**Run 1: routed clock nets over the placement**

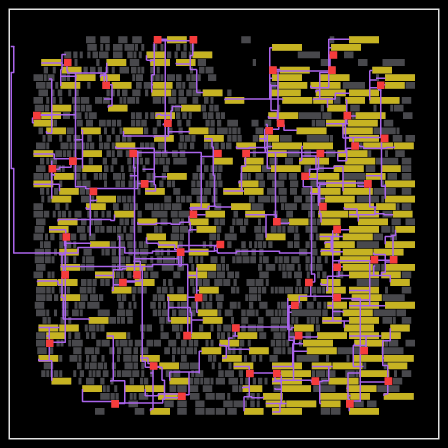
**Run 1: signal wires by layer**

Bar = 50 microns.
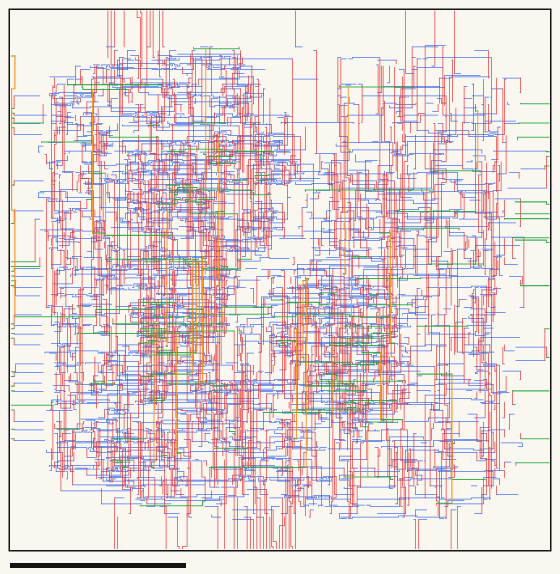
**Run 1: routing congestion map**

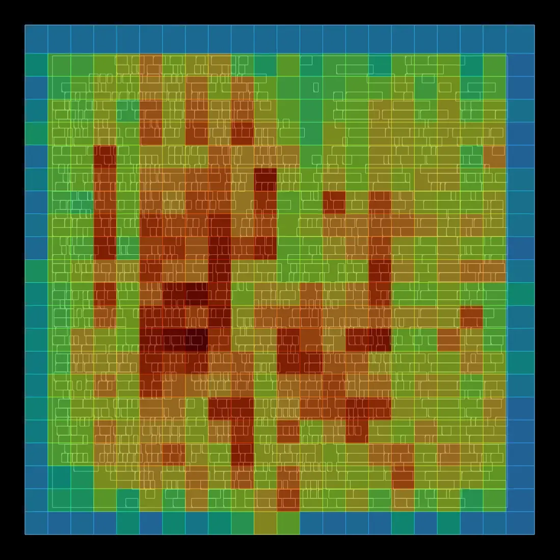
==> config.mk <==
export PLATFORM = sky130hd
export DESIGN_NAME = ising_run_ctrl_flat
export DESIGN_NICKNAME = d
export VERILOG_FILES = /design/src/rtl/ising_run_ctrl_if.sv /design/src/rtl/ising_run_ctrl.sv /design/src/flat_wrapper.sv
export SDC_FILE = /design/constraint.sdc
export NUM_CORES = 1
export LEC_CHECK = 0
export CAP_MARGIN = 20
export CORE_MARGIN = 8
export CORE_UTILIZATION = 55
export CTS_BUF_LIST = sky130_fd_sc_hd__clkbuf_4
export CTS_CLUSTER_SIZE = 10
export DETAILED_ROUTE_END_ITERATION = 12
export GPL_ROUTABILITY_DRIVEN = 0
export PLACE_DENSITY = 0.72
export SETUP_SLACK_MARGIN = 0.15
export SYNTH_ARGS = -nofsm -noshare
export SYNTH_HDL_FRONTEND = slang
export SYNTH_SLANG_ARGS = --single-unit
==> constraint.sdc <==
create_clock -name clk -period 4.22 [get_ports clk]
set_input_delay 0.633 -clock clk [delete_from_list [all_inputs] [get_ports clk]]
set_output_delay 0.633 -clock clk [all_outputs]
set_load 0.01 [all_outputs]
==> flow_summary.yaml, run 1 <==
# implementation run metrics
hold_path:
  hold_path.class: "register to register"
clock_tree:
  htreeDepth: 2
  cts_setup_buffers: 0
  cts_tree: "yes"
  path_clk_slew_ns: 0.07
  cts_buffers: 55
  cts.sinks: 212
synthesis:
  edf_count: 76
  synthesis.nets: 1204
  mux_share: 0.0614
  synthFlopType: "dfxtp_1"
global_route:
  antenna_found_initial: 1
route:
  drc: 0
  ant_nets: 0
final_timing:
  rsz0062_at_grt: "false"
  fin_crit_sh: 0.835
pwr:
  peakVddDrop_v: 0.000273
  pwr-share-seq: 0.442
  swShare: 0.309
cells_and_area:
  layout-drive-gt1-share: 0.122
  finalInstanceArea_sq_mm: 0.0122
setup_path:
  criticalPathCategory: "register to register"
  cp.required_ns: 4.83
  cp.arrival_ns: 4.13
die:
  die_y_microns: 153
  initCoreUtil: 0.558
placement:
  place_area_sq_mm: 0.0115
run_status:
  status: "finished clean"
## Picture notes: 'routed clock nets over the placement'
[yellow] flip-flops | count: 212
[red] clock-net drivers | count: 55
[purple] clock wires | length: 2840 microns
routed clock nets	56
clock-net power: 1.78 mW
clk ins delay skew pair: 0.68 ns

## Picture notes: 'signal wires by layer'
color	layer	wire length
orange	M4	970 microns
green	M3	1400 microns
red	M2	12900 microns
blue	M1	10900 microns
DR WL/cell: 17.3 microns
Overall Global Routing Usage: 0.220
DRT Wirelength: 26100 microns
Vias: 8962

## Picture notes: 'routing congestion map'
post-layout util: 0.654
GR peak layer: met2
M3 GR Usage: 0.0426
met2 usage: 0.384

## run 1: Yosys cell counts, drive strengths merged, types with 9 or more instances
| cell | instances | area share |
|---|---|---|
| nand2 | 167 | 0.060 |
| dfxtp | 136 | 0.26 |
| a21oi | 104 | 0.051 |
| nor2 | 99 | 0.036 |
| edfxtp | 76 | 0.22 |
| o21ai | 68 | 0.033 |
| nor3 | 53 | 0.026 |
| clkbuf | 52 | 0.019 |
| nor4 | 38 | 0.023 |
| nand3 | 34 | 0.016 |
| xnor2 | 34 | 0.029 |
| xor2 | 27 | 0.023 |
| mux2i | 21 | 0.020 |
| buf | 19 | 0.010 |
| mux4 | 19 | 0.041 |
| or3 | 18 | 0.012 |
| inv | 15 | 0.0054 |
| or4 | 14 | 0.011 |
| o22ai | 11 | 0.0066 |
| a211oi | 10 | 0.0077 |
| a22oi | 9 | 0.0065 |
| ha | 9 | 0.011 |
## run 1: per-stage QoR
step | setup slack (ns) | utilization | instances
6_report | 0.694 | 0.654 | 1510
2_1_floorplan | 0.854 | - | 1131
4_1_cts | 0.748 | 0.654 | 1509
5_1_grt | 0.551 | 0.654 | 1510
3_5_place_dp | 0.739 | 0.615 | 1407
3_3_place_gp | 0.755 | 0.615 | 1407
## run 1: routing by layer
layer,vias up,global-route usage,part of all wire
met5,-,0,0
met4,0,0.102,0.037
met3,76,0.0426,0.054
met2,303,0.384,0.49
met1,4212,0.257,0.42
li1,4371,-,-
## run 1: cell families (layout without fill, tap and decap cells)
kind of cell             count (synthesis)  after routing
multiplexers                            40             40
adder cells (fa/ha/maj)                  9              9
other                                    0              1
AND/OR/NAND/NOR                        475            475
flip-flops                             212            212
buffers and inverters                   86            230
XOR/XNOR                                61             61
AND-OR/OR-AND                          248            248
## run 1: cell type report
class	count	area, sq um	area share
Multi-Input combinational cell	833	5060	0.414
Sequential cell	212	5000	0.410
Timing Repair Buffer	113	1060	0.0872
Clock buffer	82	616	0.0505
Tap cell	234	293	0.0240
Clock inverter	20	108	0.00882
Inverter	15	56.3	0.00462
Antenna cell	1	2.50	0.000205
## run 1: power groups by stage
| stage | Sequential [mW] | Clock [mW] | Combinational, mW |
|---|---|---|---|
| CTS | 2.27 | 1.83 | 1.07 |
| global route | 2.28 | 1.93 | 1.20 |
| finish | 2.27 | 1.78 | 1.09 |
| detailed placement | 2.31 | 0 | 1.06 |
| global placement | 2.31 | 0 | 1.05 |
| floorplan | 2.29 | 0 | 0.787 |
## run 1: worst max-delay path, stage by stage (launching register included)
cell and delay, ns:
dfxtp_1 0.65, nand3_1 0.47, or4b_2 0.73, a31o_2 0.21, a2111oi_0 0.45, o2111ai_1 0.28
nor3_1 0.52, a21o_1 0.13
**Run 1: local utilization**

The die is cut into 15 by 15 equal tiles; dark blue is low, red is high, 0 to 100% covered.
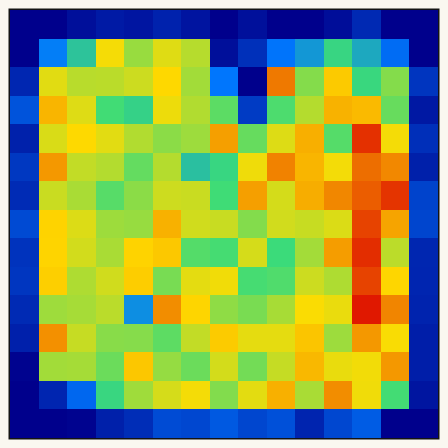

==> run 2: changes to the inputs <==
Settings changed: CORE_UTILIZATION 55 to 54, PLACE_DENSITY 0.72 to 0.74.
Clock period 4.22 ns to 2.9 ns, I/O delays scaled along.
**Run 2: local utilization**

The die is cut into 15 by 15 equal tiles; dark blue is low, red is high, 0 to 100% covered.
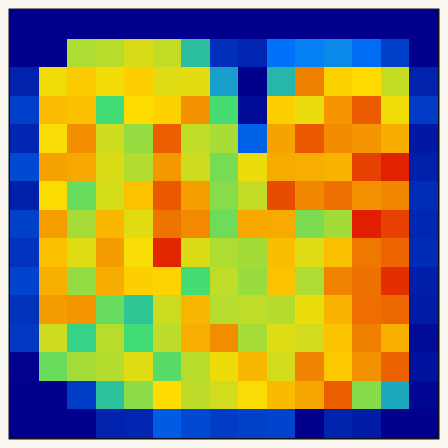
nearly empty tiles	13%
fullest tile	97%
mean over tiles	53%
tiles over 75% full	35%
Pre-Place Util: 0.554
Core Area: 0.0188 sq mm

**Run 2: routed clock nets over the placement**

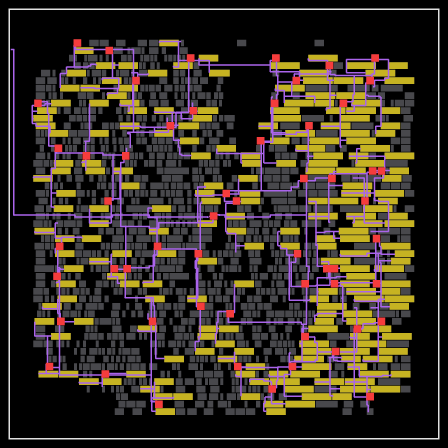
[yellow] flip-flops | count: 212
[red] clock-net drivers | count: 56
[purple] clock wires | length: 2800 microns
flops lie	spread over the die
clk ins delay skew pair: 0.67 ns
Worst Clk Skew: 0.0269 ns
clock-net power: 2.60 mW

==> run 2 against run 1 <==
Compared with the run above:
- register-to-register slack worse by 0.52 ns
- synthesized area is the same
- flip-flop count is the same
- largest power group unchanged
- combinational power grew about 80%
- total power rose by 53%
- worst setup slack got worse by 0.52 ns
- die size is 1.7% higher
- non-clock buffer count grew 61
- largest cell class unchanged
- critical path depth rose by 3
==> flow_summary.yaml, run 2 <==
# implementation run metrics
die:
  die_y_microns: 155
  rows: 50
  fp.dieW_microns: 155
cells_and_area:
  layout-drive-gt1-share: 0.178
  final_core_util: 0.690
setup_path:
  cp_slowest_stage_delay_ns: 0.53
  cp.arrival_ns: 3.25
  criticalPathCategory: "register to register"
  worst-path-stages: 10
  cp.required_ns: 3.42
  critical_path.top_delay_family: "simple AND/OR/NAND/NOR gates"
  path_cells: "or4_4 > or4_4 > or3_4 > a21oi_4 > buf_12 > buf_8 > buf_8 > nor4_1 > o21ai_1 > a21oi_1"
  critPathBufInv: 3
  setup.worst_path.end_class: "register"
  crit_slowest_cell: "or4_4"
run:
  drv_cap: 0
route:
  ant_nets: 0
  drt-total-wl_microns: 27300
  wl_per_cell_microns: 17.4
  routed-via-count: 9331
global_route:
  grt_use_total: 0.223
  grt_remaining_overflow: 0
synthesis:
  yosysMostFrequentCell: "nand2_1"
  synthesis.nets: 1204
  area_leaders: "dfxtp_1, edfxtp_1, nand2_1, a21oi_1, mux4_2"
  synthFlopType: "dfxtp_1"
  common_cells: "nand2_1, dfxtp_1, a21oi_1, nor2_1, edfxtp_1"
  ys_seq_share: 0.482
  top_area_cell: "dfxtp_1"
  synth_top_area_share: 0.262
  synth_chip_area_sq_mm: 0.0104
  edf_count: 76
pwr:
  peakVddDrop_v: 0.000365
  pwr-share-seq: 0.420
clock_tree:
  htreeDepth: 2
  path_clk_slew_ns: 0.06
  cts_buffers: 56
  cts.sinks: 212
final_timing:
  rsz0062_at_grt: "true"
  slew_headroom: 0.416
  fin_crit_sh: 0.941
hold_path:
  hold_path.class: "input pin to register"
run_status:
  status: "finished clean"
run 2: cell counts after synthesis:
No cell type changed its count.
run 2: final cells by class:
class / count / area [sq um]
fill: 1480 / 5810
antenna: 1 / 2.50
clock inverter: 12 / 55.1
sequential: 212 / 5010
timing repair buffer: 174 / 1730
inverter: 15 / 56.3
clock buffer: 90 / 676
multi-input combinational: 833 / 5130
tap: 234 / 293
run 2: kinds of logic after synthesis:
family / count (synthesis) / synth area share
simple gates: 475 / 0.220
mux: 40 / 0.0614
flops: 212 / 0.482
fa+ha+maj: 9 / 0.0108
compound gates: 248 / 0.141
buf+inv: 86 / 0.0345
xor+xnor: 61 / 0.0514
run 2: power by group through the flow:
stage	Clock [mW]	Combinational, mW	Sequential, mW
finish	2.60	1.96	3.30
global route	2.82	2.12	3.31
CTS	2.66	1.72	3.29
detailed placement	0	1.69	3.36
global placement	0	1.66	3.35
floorplan	0	1.15	3.33
run 2: worst register-to-register path, delay by kind of cell, from the launching register on:
family	cells	cell delay [ns]
simple gates	4	1.53
flops	1	0.32
compound gates	3	0.38
buf+inv	3	0.38
run 2: stage by stage:
stage	total power [mW]	instances	instance area (sq um)	setup TNS (ns)	setup WS, ns
global route	8.26	1571	13000	0	0.0984
detailed placement	5.05	1455	12000	-2.62	-0.146
global placement	5.01	1455	12000	0	0.0599
finish	7.85	1571	13000	0	0.170
floorplan	4.48	1131	10400	-28.96	-0.466
CTS	7.68	1560	12700	0	0.120
run 2: per-layer routing:
layer | part of all wire | up-vias | GRT usage
met3 | 0.052 | 73 | 0.0410
met1 | 0.42 | 4420 | 0.261
met5 | 0 | - | 0
met2 | 0.50 | 336 | 0.397
li1 | - | 4502 | -
met4 | 0.028 | 0 | 0.0849
run 2: what timing repair did:
| item | 4_1_cts | 5_1_grt |
|---|---|---|
| setup endpoints to repair | 21 | 44 |
| setup buffers | 3 | 8 |
| pin swaps | 2 | 14 |
| resized | 2 | 33 |
| cloned | 0 | 2 |
Power is estimated from default activity; no workload was simulated.
